<file path="src/rtl/ringfifo.sv">
// rtl/ringfifo.sv - parallel ring-node client port: tx/rx FIFOs over toggle handshakes
module ringfifo_q #(
  parameter int W     = 11,
  parameter int DEPTH = 4
) (
  input  logic         clk,
  input  logic         rst,
  input  logic         push,
  input  logic [W-1:0] wdata,
  input  logic         pop,
  output logic [W-1:0] rdata,
  output logic         full,
  output logic         empty
);
  localparam int AW = $clog2(DEPTH);
  localparam int CW = AW + 1;

  logic [W-1:0]  mem [DEPTH];
  logic [AW-1:0] wr_ptr;
  logic [AW-1:0] rd_ptr;
  logic [CW-1:0] count;
  logic          do_push;
  logic          do_pop;

  // Both qualifiers use the pre-edge count: no same-cycle space reuse, no empty bypass.
  assign do_push = push & ~full;
  assign do_pop  = pop & ~empty;
  assign full    = (count == CW'(DEPTH));
  assign empty   = (count == '0);
  assign rdata   = mem[rd_ptr];

  always_ff @(posedge clk or posedge rst) begin
    if (rst) begin
      for (int i = 0; i < DEPTH; i++) mem[i] <= '0;
      wr_ptr <= '0;
      rd_ptr <= '0;
      count  <= '0;
    end else begin
      if (do_push) begin
        mem[wr_ptr] <= wdata;
        wr_ptr      <= wr_ptr + AW'(1);
      end
      if (do_pop) rd_ptr <= rd_ptr + AW'(1);
      case ({do_push, do_pop})
        2'b10:   count <= count + CW'(1);
        2'b01:   count <= count - CW'(1);
        default: count <= count;
      endcase
    end
  end
endmodule

module ringfifo #(
  parameter int WIDTH = 16,
  parameter int ABITS = 3,
  parameter int DEPTH = 4
) (
  input  logic                          clk,
  input  logic                          rst,
  input  logic                          tx_valid,
  output logic                          tx_ready,
  input  logic [ABITS-1:0]              tx_dst,
  input  logic [WIDTH-2-2*ABITS-1:0]    tx_data,
  output logic                          rx_valid,
  input  logic                          rx_ready,
  output logic [ABITS-1:0]              rx_src,
  output logic [WIDTH-2-2*ABITS-1:0]    rx_data,
  output logic [WIDTH-1:0]              txdata,
  output logic                          mosivalid,
  input  logic                          mosiack,
  input  logic                          txready,
  input  logic [WIDTH-1:0]              rxdata,
  input  logic                          misovalid,
  output logic                          misoack
);
  localparam int PBITS = WIDTH - 2 - 2 * ABITS;
  localparam int QW    = ABITS + PBITS;

  logic [QW-1:0] tx_head;
  logic [QW-1:0] rx_head;
  logic          tx_full, tx_empty;
  logic          rx_full, rx_empty;
  logic          tx_launch;
  logic          rx_cap;
  logic          unused_rx_hdr;

  // Launch only into an empty node buffer with no toggle outstanding.
  assign tx_launch = ~tx_empty & (mosivalid == mosiack) & txready;
  assign rx_cap    = (misovalid != misoack) & ~rx_full;

  ringfifo_q #(.W(QW), .DEPTH(DEPTH)) u_txq (
    .clk   (clk),
    .rst   (rst),
    .push  (tx_valid),
    .wdata ({tx_dst, tx_data}),
    .pop   (tx_launch),
    .rdata (tx_head),
    .full  (tx_full),
    .empty (tx_empty)
  );

  ringfifo_q #(.W(QW), .DEPTH(DEPTH)) u_rxq (
    .clk   (clk),
    .rst   (rst),
    .push  (rx_cap),
    .wdata ({rxdata[PBITS +: ABITS], rxdata[PBITS-1:0]}),
    .pop   (rx_ready),
    .rdata (rx_head),
    .full  (rx_full),
    .empty (rx_empty)
  );

  assign tx_ready          = ~tx_full;
  assign rx_valid          = ~rx_empty;
  assign {rx_src, rx_data} = rx_head;
  assign unused_rx_hdr     = ^rxdata[WIDTH-1:PBITS+ABITS];

  // SRC goes out as zero; the node stamps its own address.
  always_ff @(posedge clk or posedge rst) begin
    if (rst) begin
      txdata    <= '0;
      mosivalid <= 1'b0;
      misoack   <= 1'b0;
    end else begin
      if (tx_launch) begin
        txdata    <= {1'b1, 1'b0, tx_head[QW-1 -: ABITS], {ABITS{1'b0}}, tx_head[PBITS-1:0]};
        mosivalid <= ~mosivalid;
      end
      if (rx_cap) misoack <= ~misoack;
    end
  end
endmodule

</file>
<file path="config.mk">
export PLATFORM = sky130hd
export DESIGN_NAME = ringfifo
export DESIGN_NICKNAME = d
export VERILOG_FILES = /design/src/rtl/ringfifo.sv
export SDC_FILE = /design/constraint.sdc
export NUM_CORES = 1
export LEC_CHECK = 0
export ABC_AREA = 1
export CAP_MARGIN = 40
export CORE_ASPECT_RATIO = 1.25
export CORE_MARGIN = 1
export CORE_UTILIZATION = 51
export DETAILED_ROUTE_END_ITERATION = 6
export HOLD_SLACK_MARGIN = 0.02
export PLACE_DENSITY = 0.76
export SYNTH_ARGS = -nofsm -noshare
export SYNTH_HDL_FRONTEND = slang
export SYNTH_SLANG_ARGS = --single-unit
</file>
<file path="constraint.sdc">
create_clock -name clk -period 4.6 [get_ports clk]
set_input_delay 1.38 -clock clk [delete_from_list [all_inputs] [get_ports clk]]
set_output_delay 1.38 -clock clk [all_outputs]
set_load 0.05 [all_outputs]
</file>
==> run summary, run 1 <==
flow finished, numbers: result of the run finished clean, part of the power in combinational logic approximately 46%, Worst path top cell family by delay buffers and inverters, count of nets after finishing 786, clock-pin slew of the registers on the worst-case setup and hold paths roughly 0.05 ns, total combinational power roughly 2.6 mW, capturing element type of the critical path output port, number of detailed-route iterations in the first pass 4, number of warnings issued by yosys 0, largest registers u_rxq.mem x44, u_txq.mem x44, txdata x12, Switching Fraction a little over two fifths, grt peak-use layer met2, detailed route wirelength on metal3 706 um, I/O pin count ~65, global routing met2 resource utilization 40.7%, final setup violation count 0, Slew Limit Headroom roughly 44%, post-CTS resize count 0, origin of the worst setup path u_rxq.rd_ptr[0], yosys cell count 704, number of storage elements in the synthesis netlist between 100 and 150, root buffer cell sky130_fd_sc_hd__clkbuf_16, Hold Path End u_rxq.mem[28], global placer's final weighted congestion 0.803, final antenna-violating net count 0, met1 track demand over resource 28.4%, shortest clock period the worst path allows after layout a little under 4 ns, DR WL met2 6.57 mm, Longest Clk Path Bufs 2, initial cell density of the core 52.4%, count of buffers inserted at the top-level ports around 55, detail-routed via count per cell 5.26, WL/cell 14.3 um, chip area estimate from yosys synthesis about 5800 um2, number of antenna repair diodes 0, aoi share about 7.4%, share of layout cells above drive strength 1 6.93%, OpenROAD warning count 37, count of max-cap constraint violations 0, TritonCTS buffer count 17, heaviest power group combinational logic, commonest register cell after synthesis sky130_fd_sc_hd__dfrtp_1, cell type with the largest total area sky130_fd_sc_hd__dfrtp_1, end of the worst register-to-register path u_rxq.count[2], arrival time at the worst endpoint 2.59 ns, leakage 3.52 nW, placed cell count roughly 860, drt total wl roughly 13 mm, pins over their slew limit 0, area of the die 11800 um2
==> run 1: area by class of cell <==
class                   count  area (um2)  area share (%)
repair buffers             59         593            8.66
well taps                 135         169            2.47
clock inverters             4        70.1            1.02
inverters                  82         310            4.53
multi-input cells         464        2290            33.4
clock buffers              25         515            7.53
flip-flops and latches    116        2900            42.4
==> run 1: stage by stage <==
stage	hold slack (ns)	cell area [um2]	worst slack (ns)	power, mW
final	0.461	6850	0.629	5.70
after global routing	0.487	6850	0.475	6.12
after CTS	0.467	6850	0.647	5.73
after detailed placement	0.454	6260	1.10	4.39
after global placement	0.448	6260	1.12	4.29
after floorplan	0.437	5810	0.148	3.77
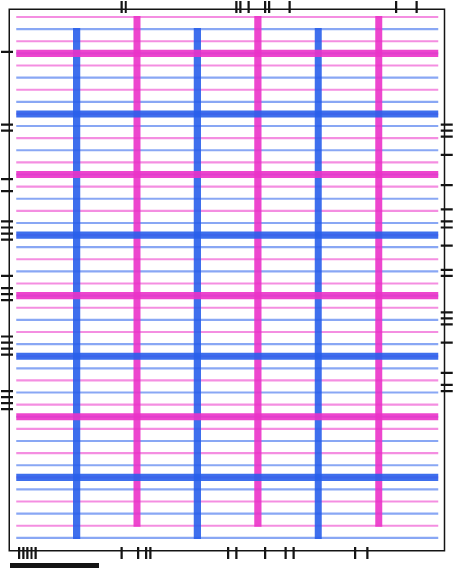
Run 1: PDN straps and rails
Bar = 20 um. Pins as bars on the die edge.
| net | colour |
|---|---|
| VSS | blue |
| VDD | magenta |
met1 rails: 44
met4 straps: 6
signal pins: 65
Chip Width: 97.4 um
area inside the core boundary: 11100 um2
vertical die dimension: 121 um

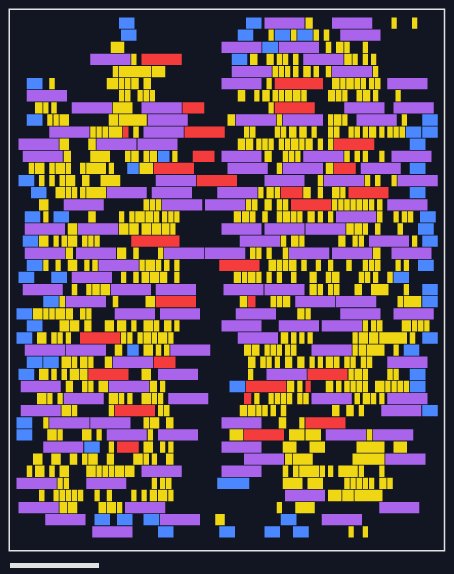
Run 1: placement by cell class
Bar = 20 um.
| class | colour | cells | share of their area |
|---|---|---|---|
| remaining logic cells | yellow | 546 | 39% |
| remaining buffers and delay cells | blue | 59 | 8.9% |
| clock drivers and dummy loads | red | 29 | 8.8% |
| registers | purple | 116 | 43% |
share of cell area taken by flip-flops and latches: 42.4%
final std cell area, no fill: 6850 um2
end-of-flow core utilization: 61.8%
total number of placement rows: 43

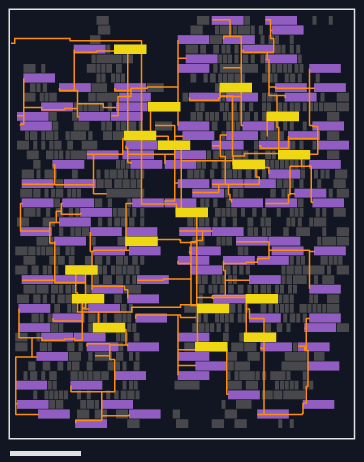
Run 1: routed clock nets over the placement
Bar = 20 um.
[clock-net drivers] yellow | count: 17
[clock wires] orange | length: 1550 um
[flip-flops] purple | count: 116
flops lie: widely spread
relative contribution of the clock network to total power: 22.9%
worst setup skew after layout: 0.00713 ns
clock latency on the worst-skew pair: 0.40 ns

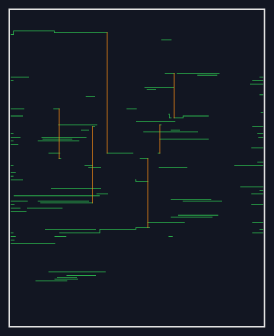
Run 1: wiring by layer
Only two layers are drawn.
| layer | colour | wire length |
|---|---|---|
| M4 | orange | 149 um |
| M3 | green | 707 um |

==> inputs of run 2 (changes only) <==
--- a/config.mk
+++ b/config.mk
@@ -12,7 +12,7 @@
 export CORE_UTILIZATION = 51
 export DETAILED_ROUTE_END_ITERATION = 6
 export HOLD_SLACK_MARGIN = 0.02
-export PLACE_DENSITY = 0.76
+export PLACE_DENSITY = 0.81
 export SYNTH_ARGS = -nofsm -noshare
 export SYNTH_HDL_FRONTEND = slang
 export SYNTH_SLANG_ARGS = --single-unit
==> run 2 against run 1 <==
Against the previous run: die size is the same; total power grew 0.16%; design area grew 0.38%; final cell count grew 0.56%; via count grew 2.1%; utilization grew 0.24 points; synthesized cell count is the same; fmax grew 2.0%; routed wire length grew 1.8%; critical path depth grew 1; non-clock buffer count grew 4.
==> run summary, run 2 <==
flow finished, numbers: result of the run finished clean, final antenna-violating net count 0 (unchanged), Hold Path End u_rxq.mem[12], sequential standard cell area 2900 um2 (unchanged), detail-routed via count per cell 5.34 (+1.6%), global placer's final weighted congestion 0.809 (+0.77%), vertical die dimension 121 um (unchanged), count of nets after finishing 790 (+0.51%), largest registers u_rxq.mem x44, u_txq.mem x44, txdata x12, leakage 3.53 nW (+0.31%), count of max-cap constraint violations 0 (unchanged), post-placement cell area 6300 um2 (+0.60%), share of the final layout cell area in multi-input gates 33.3% (-0.13 points), fraction of cell area in non-clock buffers 9.17% (+0.51 points), cell type with the largest total area sky130_fd_sc_hd__dfrtp_1, TAP cells 135 (unchanged), final setup violation count 0 (unchanged), number of warnings issued by yosys 0 (unchanged), final std cell area, no fill 6880 um2 (+0.38%), count of buffers inserted at the top-level ports 55 (unchanged), shortest clock period the worst path allows after layout 3.89 ns (-0.0794 ns), total combinational power 2.61 mW (about the same), number of storage elements in the synthesis netlist 116 (unchanged), post-CTS resize count 0 (unchanged), TritonCTS buffer count 17 (unchanged), Chip Width 97.4 um (unchanged), heaviest power group combinational logic, part of the power in combinational logic 45.7% (about the same), total number of placement rows 43 (unchanged), Final WS setup 0.708 ns (+0.0794 ns), area inside the core boundary 11100 um2 (unchanged), origin of the worst setup path u_rxq.rd_ptr[0], share of layout cells above drive strength 1 7.81% (+0.88 points), end of the worst register-to-register path u_rxq.count[2], number of sequential cells 116 (unchanged), relative contribution of the clock network to total power 22.3% (-0.6 points), area fraction of clock buffers and clock inverters 8.35% (-0.20 points), yosys cell count 704 (unchanged), number of signal-net buffers in the layout 63 (+6.8%), Setup WS pre-CTS 1.02 ns (-0.0811 ns), placed cell count 860 (+0.47%), Slew Limit Headroom 44.9% (+0.42 points), number of antenna repair diodes 0 (unchanged), drt total wl 12.9 mm (+1.8%), multi-input gate count 464 (unchanged), WL/cell 14.5 um (+1.2%), Longest Clk Path Bufs 2 (unchanged), commonest register cell after synthesis sky130_fd_sc_hd__dfrtp_1, I/O pin count 65 (unchanged), clock-pin slew of the registers on the worst-case setup and hold paths 0.06 ns (about the same)
run 2: cell families after synthesis:
kind of cell | after synthesis
simple gates | 359
buf+inv | 127
flops | 116
compound gates | 82
fa+ha+maj | 12
xor+xnor | 7
other cells | 1
run 2: routing by layer:
layer,vias up,global-route usage (%),part of all wire (%)
li1,2319,-,-
met1,2251,26.5,39
met2,160,42.4,53
met3,21,4.72,5.5
met4,0,11.2,1.7
met5,-,0,0
run 2: critical path, stage by stage (launching register included):
cell,delay [ns]
sky130_fd_sc_hd__dfrtp_1,0.54
sky130_fd_sc_hd__inv_1,0.14
sky130_fd_sc_hd__buf_4,0.20
sky130_fd_sc_hd__o21ai_0,0.10
sky130_fd_sc_hd__o22ai_1,0.25
sky130_fd_sc_hd__clkdlybuf4s50_1,0.87
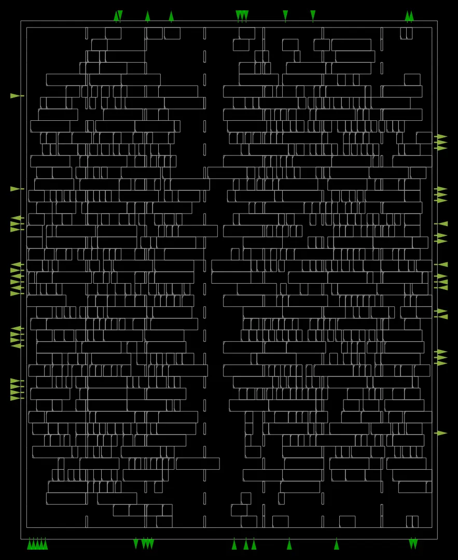
Run 2: placement view
Final Instance Count excl. Fillers: 890
end-of-flow core utilization: 62.0%

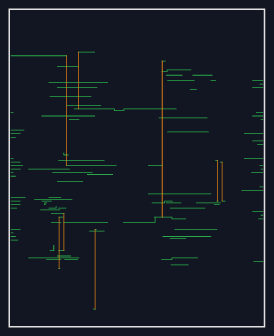
Run 2: wiring by layer
Only two layers are drawn.
| layer | colour | wire length |
|---|---|---|
| M4 | orange | 219 um |
| M3 | green | 709 um |

Power figures rest on the tool's default switching activity, not on a simulated workload.
